===== src/rtl/spike_vote_classifier.sv =====
// Accumulates per-class spike votes over N stochastic passes, then scans for the argmax label.
// Latency: label_valid rises NUM_CLASSES+1 edges after the final iter_done is sampled.
// Backpressure: result held stable in HOLD until label_ready is sampled high; no new image until then.
module spike_vote_classifier #(
    parameter int NUM_CLASSES = 10,
    parameter int CLASS_W     = 4,
    parameter int COUNT_W     = 8,
    parameter int ITER_W      = 8
) (
    input  logic               clock,
    input  logic               reset,
    input  logic               start,
    input  logic [ITER_W-1:0]  iter_num,
    input  logic               spike_valid,
    input  logic               spike,
    input  logic [CLASS_W-1:0] spike_class,
    input  logic               iter_done,
    output logic               busy,
    output logic               label_valid,
    input  logic               label_ready,
    output logic [CLASS_W-1:0] label,
    output logic [COUNT_W-1:0] label_count,
    output logic               tie,
    output logic               err
);

    localparam logic [1:0] ST_IDLE   = 2'd0;
    localparam logic [1:0] ST_ACCUM  = 2'd1;
    localparam logic [1:0] ST_ARGMAX = 2'd2;
    localparam logic [1:0] ST_HOLD   = 2'd3;

    // The scan index runs one step past the last class: that extra step commits the result.
    localparam int SCAN_W = $clog2(NUM_CLASSES + 1);
    localparam logic [SCAN_W-1:0]  SCAN_DONE = SCAN_W'(NUM_CLASSES);
    localparam logic [SCAN_W-1:0]  SCAN_ONE  = SCAN_W'(1);
    localparam logic [CLASS_W:0]   CLASS_LIM = (CLASS_W + 1)'(NUM_CLASSES);
    localparam logic [COUNT_W-1:0] COUNT_MAX = '1;
    localparam logic [COUNT_W-1:0] COUNT_ONE = COUNT_W'(1);
    localparam logic [ITER_W-1:0]  ITER_ONE  = ITER_W'(1);

    logic [1:0]         state;
    logic [COUNT_W-1:0] count [NUM_CLASSES];
    logic [ITER_W-1:0]  iter_lat;
    logic [ITER_W-1:0]  iter_cnt;
    logic [ITER_W-1:0]  iter_cnt_inc;
    logic [SCAN_W-1:0]  scan_idx;
    logic [COUNT_W-1:0] scan_count;
    logic [COUNT_W-1:0] best;
    logic [CLASS_W-1:0] best_idx;
    logic               best_tie;
    logic               spike_in_range;

    assign busy           = (state == ST_ACCUM) || (state == ST_ARGMAX);
    assign spike_in_range = ({1'b0, spike_class} < CLASS_LIM);
    assign iter_cnt_inc   = iter_cnt + ITER_ONE;

    // Select the counter currently under the argmax scan (zero once past the last class).
    always_comb begin
        scan_count = '0;
        for (int i = 0; i < NUM_CLASSES; i++) begin
            if (scan_idx == SCAN_W'(i)) begin
                scan_count = count[i];
            end
        end
    end

    // Per-class saturating vote counters, cleared on reset and on an accepted start.
    always_ff @(posedge clock) begin
        if (reset || (state == ST_IDLE && start)) begin
            for (int i = 0; i < NUM_CLASSES; i++) begin
                count[i] <= '0;
            end
        end else if (state == ST_ACCUM && spike_valid && spike && spike_in_range) begin
            for (int i = 0; i < NUM_CLASSES; i++) begin
                if (spike_class == CLASS_W'(i) && count[i] != COUNT_MAX) begin
                    count[i] <= count[i] + COUNT_ONE;
                end
            end
        end
    end

    // Control FSM: iteration tracking, sequential argmax scan, result hold and handshake.
    always_ff @(posedge clock) begin
        if (reset) begin
            state       <= ST_IDLE;
            iter_lat    <= '0;
            iter_cnt    <= '0;
            scan_idx    <= '0;
            best        <= '0;
            best_idx    <= '0;
            best_tie    <= 1'b0;
            label_valid <= 1'b0;
            label       <= '0;
            label_count <= '0;
            tie         <= 1'b0;
            err         <= 1'b0;
        end else begin
            case (state)
                ST_IDLE: begin
                    if (start) begin
                        // A zero iteration count would never terminate; treat it as one pass.
                        iter_lat    <= (iter_num == '0) ? ITER_ONE : iter_num;
                        iter_cnt    <= '0;
                        scan_idx    <= '0;
                        best        <= '0;
                        best_idx    <= '0;
                        best_tie    <= 1'b0;
                        label       <= '0;
                        label_count <= '0;
                        tie         <= 1'b0;
                        err         <= 1'b0;
                        state       <= ST_ACCUM;
                    end
                end
                ST_ACCUM: begin
                    if (spike_valid && !spike_in_range) begin
                        err <= 1'b1;
                    end
                    if (iter_done) begin
                        iter_cnt <= iter_cnt_inc;
                        if (iter_cnt_inc == iter_lat) begin
                            scan_idx <= '0;
                            state    <= ST_ARGMAX;
                        end
                    end
                end
                ST_ARGMAX: begin
                    if (scan_idx == SCAN_DONE) begin
                        label       <= best_idx;
                        label_count <= best;
                        tie         <= best_tie;
                        label_valid <= 1'b1;
                        state       <= ST_HOLD;
                    end else begin
                        // Strict greater-than keeps the lowest index on equal counts.
                        if (scan_idx == '0) begin
                            best     <= scan_count;
                            best_idx <= '0;
                            best_tie <= 1'b0;
                        end else if (scan_count > best) begin
                            best     <= scan_count;
                            best_idx <= CLASS_W'(scan_idx);
                            best_tie <= 1'b0;
                        end else if (scan_count == best) begin
                            best_tie <= 1'b1;
                        end
                        scan_idx <= scan_idx + SCAN_ONE;
                    end
                end
                ST_HOLD: begin
                    if (label_ready) begin
                        label_valid <= 1'b0;
                        state       <= ST_IDLE;
                    end
                end
                default: begin
                    state <= ST_IDLE;
                end
            endcase
        end
    end

endmodule


===== config.mk =====
export PLATFORM = sky130hd
export DESIGN_NAME = spike_vote_classifier
export DESIGN_NICKNAME = d
export VERILOG_FILES = /design/src/rtl/spike_vote_classifier.sv
export SDC_FILE = /design/constraint.sdc
export NUM_CORES = 1
export LEC_CHECK = 0
export CORE_UTILIZATION = 58
export DETAILED_ROUTE_END_ITERATION = 7
export PLACE_DENSITY_LB_ADDON = 0.3
export SLEW_MARGIN = 20
export SYNTH_ARGS = -nofsm -noshare
export SYNTH_HDL_FRONTEND = slang
export SYNTH_SLANG_ARGS = --single-unit

===== constraint.sdc =====
create_clock -name clock -period 4.55 [get_ports clock]
set_clock_uncertainty 0.05 [all_clocks]
set_input_delay 0.91 -clock clock [delete_from_list [all_inputs] [get_ports clock]]
set_output_delay 0.91 -clock clock [all_outputs]
set_load 0.005 [all_outputs]

Fig. 1: gate families picked out
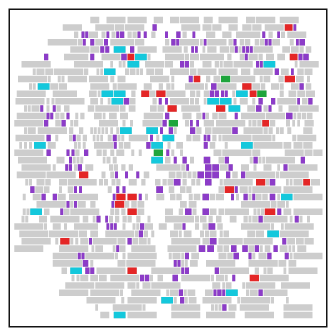
legend:
  red:
    family: AND-OR and OR-AND gates
    cells: 24
    most_used: a311o_1
  cyan:
    family: adder and majority cells
    cells: 27
    most_used: ha_1
    where: spread over the die
  purple:
    family: NAND gates
    cells: 191
    most_used: nand2_1
    where: spread over the die
  green:
    family: multiplexers
    cells: 4
    most_used: mux2i_1

Fig. 2: signal wires on met2
Cells faint in the background.
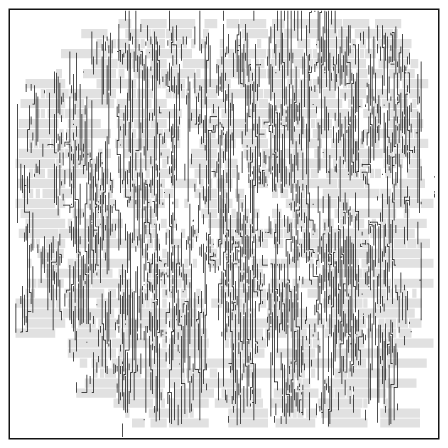
main direction: vertical
nets with wire on the layer: 797

Fig. 3: the metal 3 layer
Scale bar: 20 um.
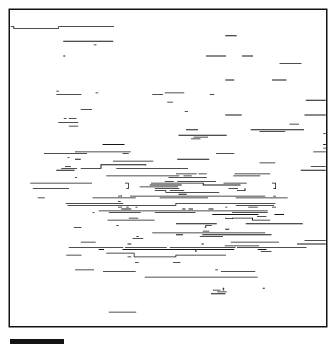
nets with wire on the layer: 97
main direction: horizontal
share of all routed wire: 7.8%
wire length on this layer: 1500 um
via count: 6581
met3 routing resource usage after global routing: 7.27%
Total Routed Length: 19300 um

==> flow.log <==
[report] extracting results
INFO  metric fin_crit_sh = 88.6%
INFO  metric route.detailed.vias_per_inst = 6.14
INFO  metric drtAntennaViolNets = 0
INFO  metric netSwitchingFraction = 33.2%
INFO  metric die.size.y = 117 um
INFO  metric core_area = 12700 um2
INFO  metric gr-total-overflow = 0
INFO  metric synth-main-ff-cell = edfxtp_1
INFO  metric antenna_cells_inserted = 0
INFO  metric power_density = 485 nW/um2
INFO  metric boundaryPins = 35
INFO  metric run_status = complete, no violations
INFO  metric yosys.area_share.xor_xnor = 8.05%
INFO  metric cts.sink_count = 130
INFO  metric setup_slack = 0.518 ns
INFO  metric min_delay_worst_endpoint = label_count[0]$_SDFFE_PP0P_
INFO  metric top_area_cell_type_share_of_the_netlist_area = 31.5%
INFO  metric hold_depth = 2
INFO  metric combGateArea = 3880 um2
INFO  metric grt_setup_unrepaired = false
INFO  metric synth_compound_gate_area_share = 14.3%
INFO  metric crit_family = AND-OR/OR-AND gates
INFO  metric logic_gates = 652
INFO  metric critPathArrivalTime = 4.33 ns
INFO  metric cpMostUsedCell = a21oi_1
INFO  metric seq_share = 39.2%
INFO  metric first_iter_violations = 649
INFO  metric flow.area_growth_from_synthesis = 14.1%
INFO  metric gr-max-usage-layer = met2
INFO  metric worst_r2r_startpoint = scan_idx[0]$_SDFFE_PP0P_
INFO  metric power.sequential.fraction = 39.6%
INFO  metric grt.total_usage = 30.0%
INFO  metric final-clk-cell-share = 7.17%
INFO  metric clock_buffer_count_from_cts = 17
INFO  metric netlist.top_cell.by_area = edfxtp_1
INFO  metric crit_path_max_fanout = 28
INFO  metric synthTopCellsByCount = nor2_1 (122), nand2_1 (89), edfxtp_1 (80)
INFO  metric largestPowerGroup = sequential cells
INFO  metric synth_flop_count = 130
INFO  metric mappedNetlistArea = 7620 um2
INFO  metric clockPowerShare = 34.8%
INFO  metric final_hold_viol_count = 0
INFO  metric power_dissipated_in_sequential_cells = 1670 uW
INFO  metric clock_buffer_count = 19
INFO  metric tritoncts_clock_tree = yes
INFO  metric route.met2.wl = 9190 um
INFO  metric largest_class = multi-input combinational cells
INFO  metric layout.cells.most_common = nor2_1
INFO  metric finalWeightedCongestion = 0.963
INFO  metric routed-wl-met3 = 1500 um
INFO  metric placementRows = 41
INFO  metric numSequentialCells = 130
INFO  metric preCtsSetupSlack = 0.619 ns
INFO  metric ranking_of_synthesized_cells_by_area = edfxtp_1 (32%), dfxtp_1 (13%), nor2_1 (6.0%)
INFO  metric worst_slew_pin_slew = 0.984 ns
INFO  metric p_sw = 1400 uW
INFO  metric share_of_post_route_cells_with_drive_strength_above_1 = 4.67%
INFO  metric final_cell_mix = nor2_1 (121), nand2_1 (89), edfxtp_1 (80), a21oi_1 (75), nand3_1 (70)
INFO  metric power.leakage = 0.00308 uW
INFO  metric cp_cell_sequence = inv_1 -> ha_1 -> nand2_1 -> a21oi_1 -> o22ai_1 -> a21oi_1 -> nor2_1 -> inv_1 -> ha_1 -> nor2b_1 -> o211ai_1 -> a21oi_1 -> o31a_1 -> o22ai_1 -> buf_4 -> o2bb2ai_1
INFO  metric layout.non_clock_inverters = 45
INFO  metric critical_path_cell_count = 16
INFO  metric power.clock.total = 1470 uW
INFO  metric clk_pin_slew = 0.06 ns
INFO  metric wl_met1 = 8050 um
INFO  metric crit_path_start_kind = flop
INFO  metric share_comb_of_total_power = 25.5%
INFO  metric timing.reg2reg.worst_path_depth = 16
INFO  metric initial_core_util = 59.9%
INFO  metric drc = 0
INFO  metric syn_inst = 870
INFO  metric ys_async_sr_fraction = 0%
INFO  metric cp_max_stage_delay = 0.82 ns
INFO  metric maxUsedRoutingLayer = met4
INFO  metric comb_share = 44.7%
INFO  metric powerComb = 1080 uW
INFO  metric crit_slowest_cell = ha_1
INFO  metric timing.critical_path.from = scan_idx[0]$_SDFFE_PP0P_
INFO  metric crit-reg2reg-capture = best_idx[2]$_SDFFE_PP0P_
INFO  metric dp_hpwl = 13900 um
INFO  metric fin_tns_setup = 0 ns
INFO  metric most_common_cell = nor2_1
INFO  metric post-route-min-period = 4.03 ns
INFO  metric detail_route.first_pass.iterations = 7
INFO  metric max-cap-violations = 0
INFO  metric worst_hold_startpoint = label_count[0]$_SDFFE_PP0P_
INFO  metric edf_count = 80
INFO  metric register_area = 3400 um2
Fig. 4: routing congestion
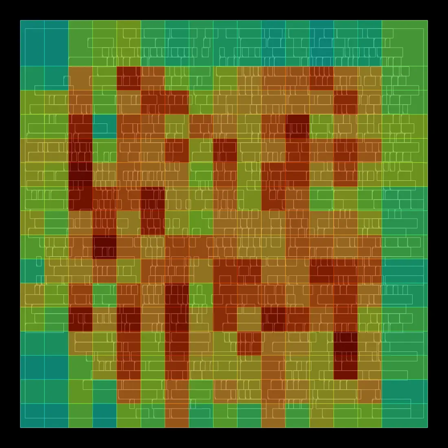
routed length per placed instance: 18.0 um
met2 layer usage reported by global route: 49.2%
met1 track demand over resource: 37.6%
final cell utilization of the core: 68.3%

Fig. 5: where the registers sit
Other sequential cells in the stronger grey, the rest of the logic in the fainter grey.
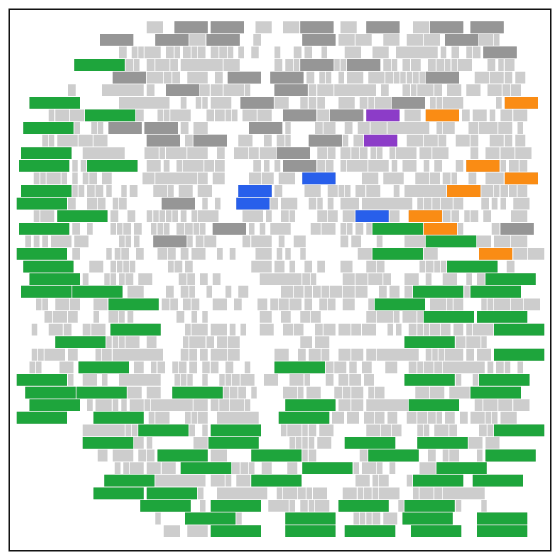
legend:
  orange:
    netlist_name: iter_cnt
    placed_flops: 8
  blue:
    netlist_name: scan_idx
    placed_flops: 4
  green:
    netlist_name: count
    placed_flops: 80
  purple:
    netlist_name: state
    placed_flops: 2
not coloured: 36

==> registers in the layout, summed over array words and instances, names as in the netlist <==
register     flops
count           80
best             8
iter_cnt         8
iter_lat         8
label_count      8
best_idx         4
label            4
scan_idx         4
state            2
best_tie         1
err              1
label_valid      1
tie              1
==> stage by stage <==
| stage | cell area [um2] | total power, uW | hold WS [ns] | std cells |
|---|---|---|---|---|
| 2_1_floorplan | 7620 | 2380 | 0.382 | 870 |
| 3_3_place_gp | 8060 | 2690 | 0.390 | 1040 |
| 3_5_place_dp | 8070 | 2730 | 0.395 | 1040 |
| 4_1_cts | 8690 | 4190 | 0.402 | 1072 |
| 5_1_grt | 8690 | 4400 | 0.418 | 1072 |
| 6_report | 8690 | 4210 | 0.402 | 1072 |
No activity file was given, so power comes from the tool's default toggle rates.
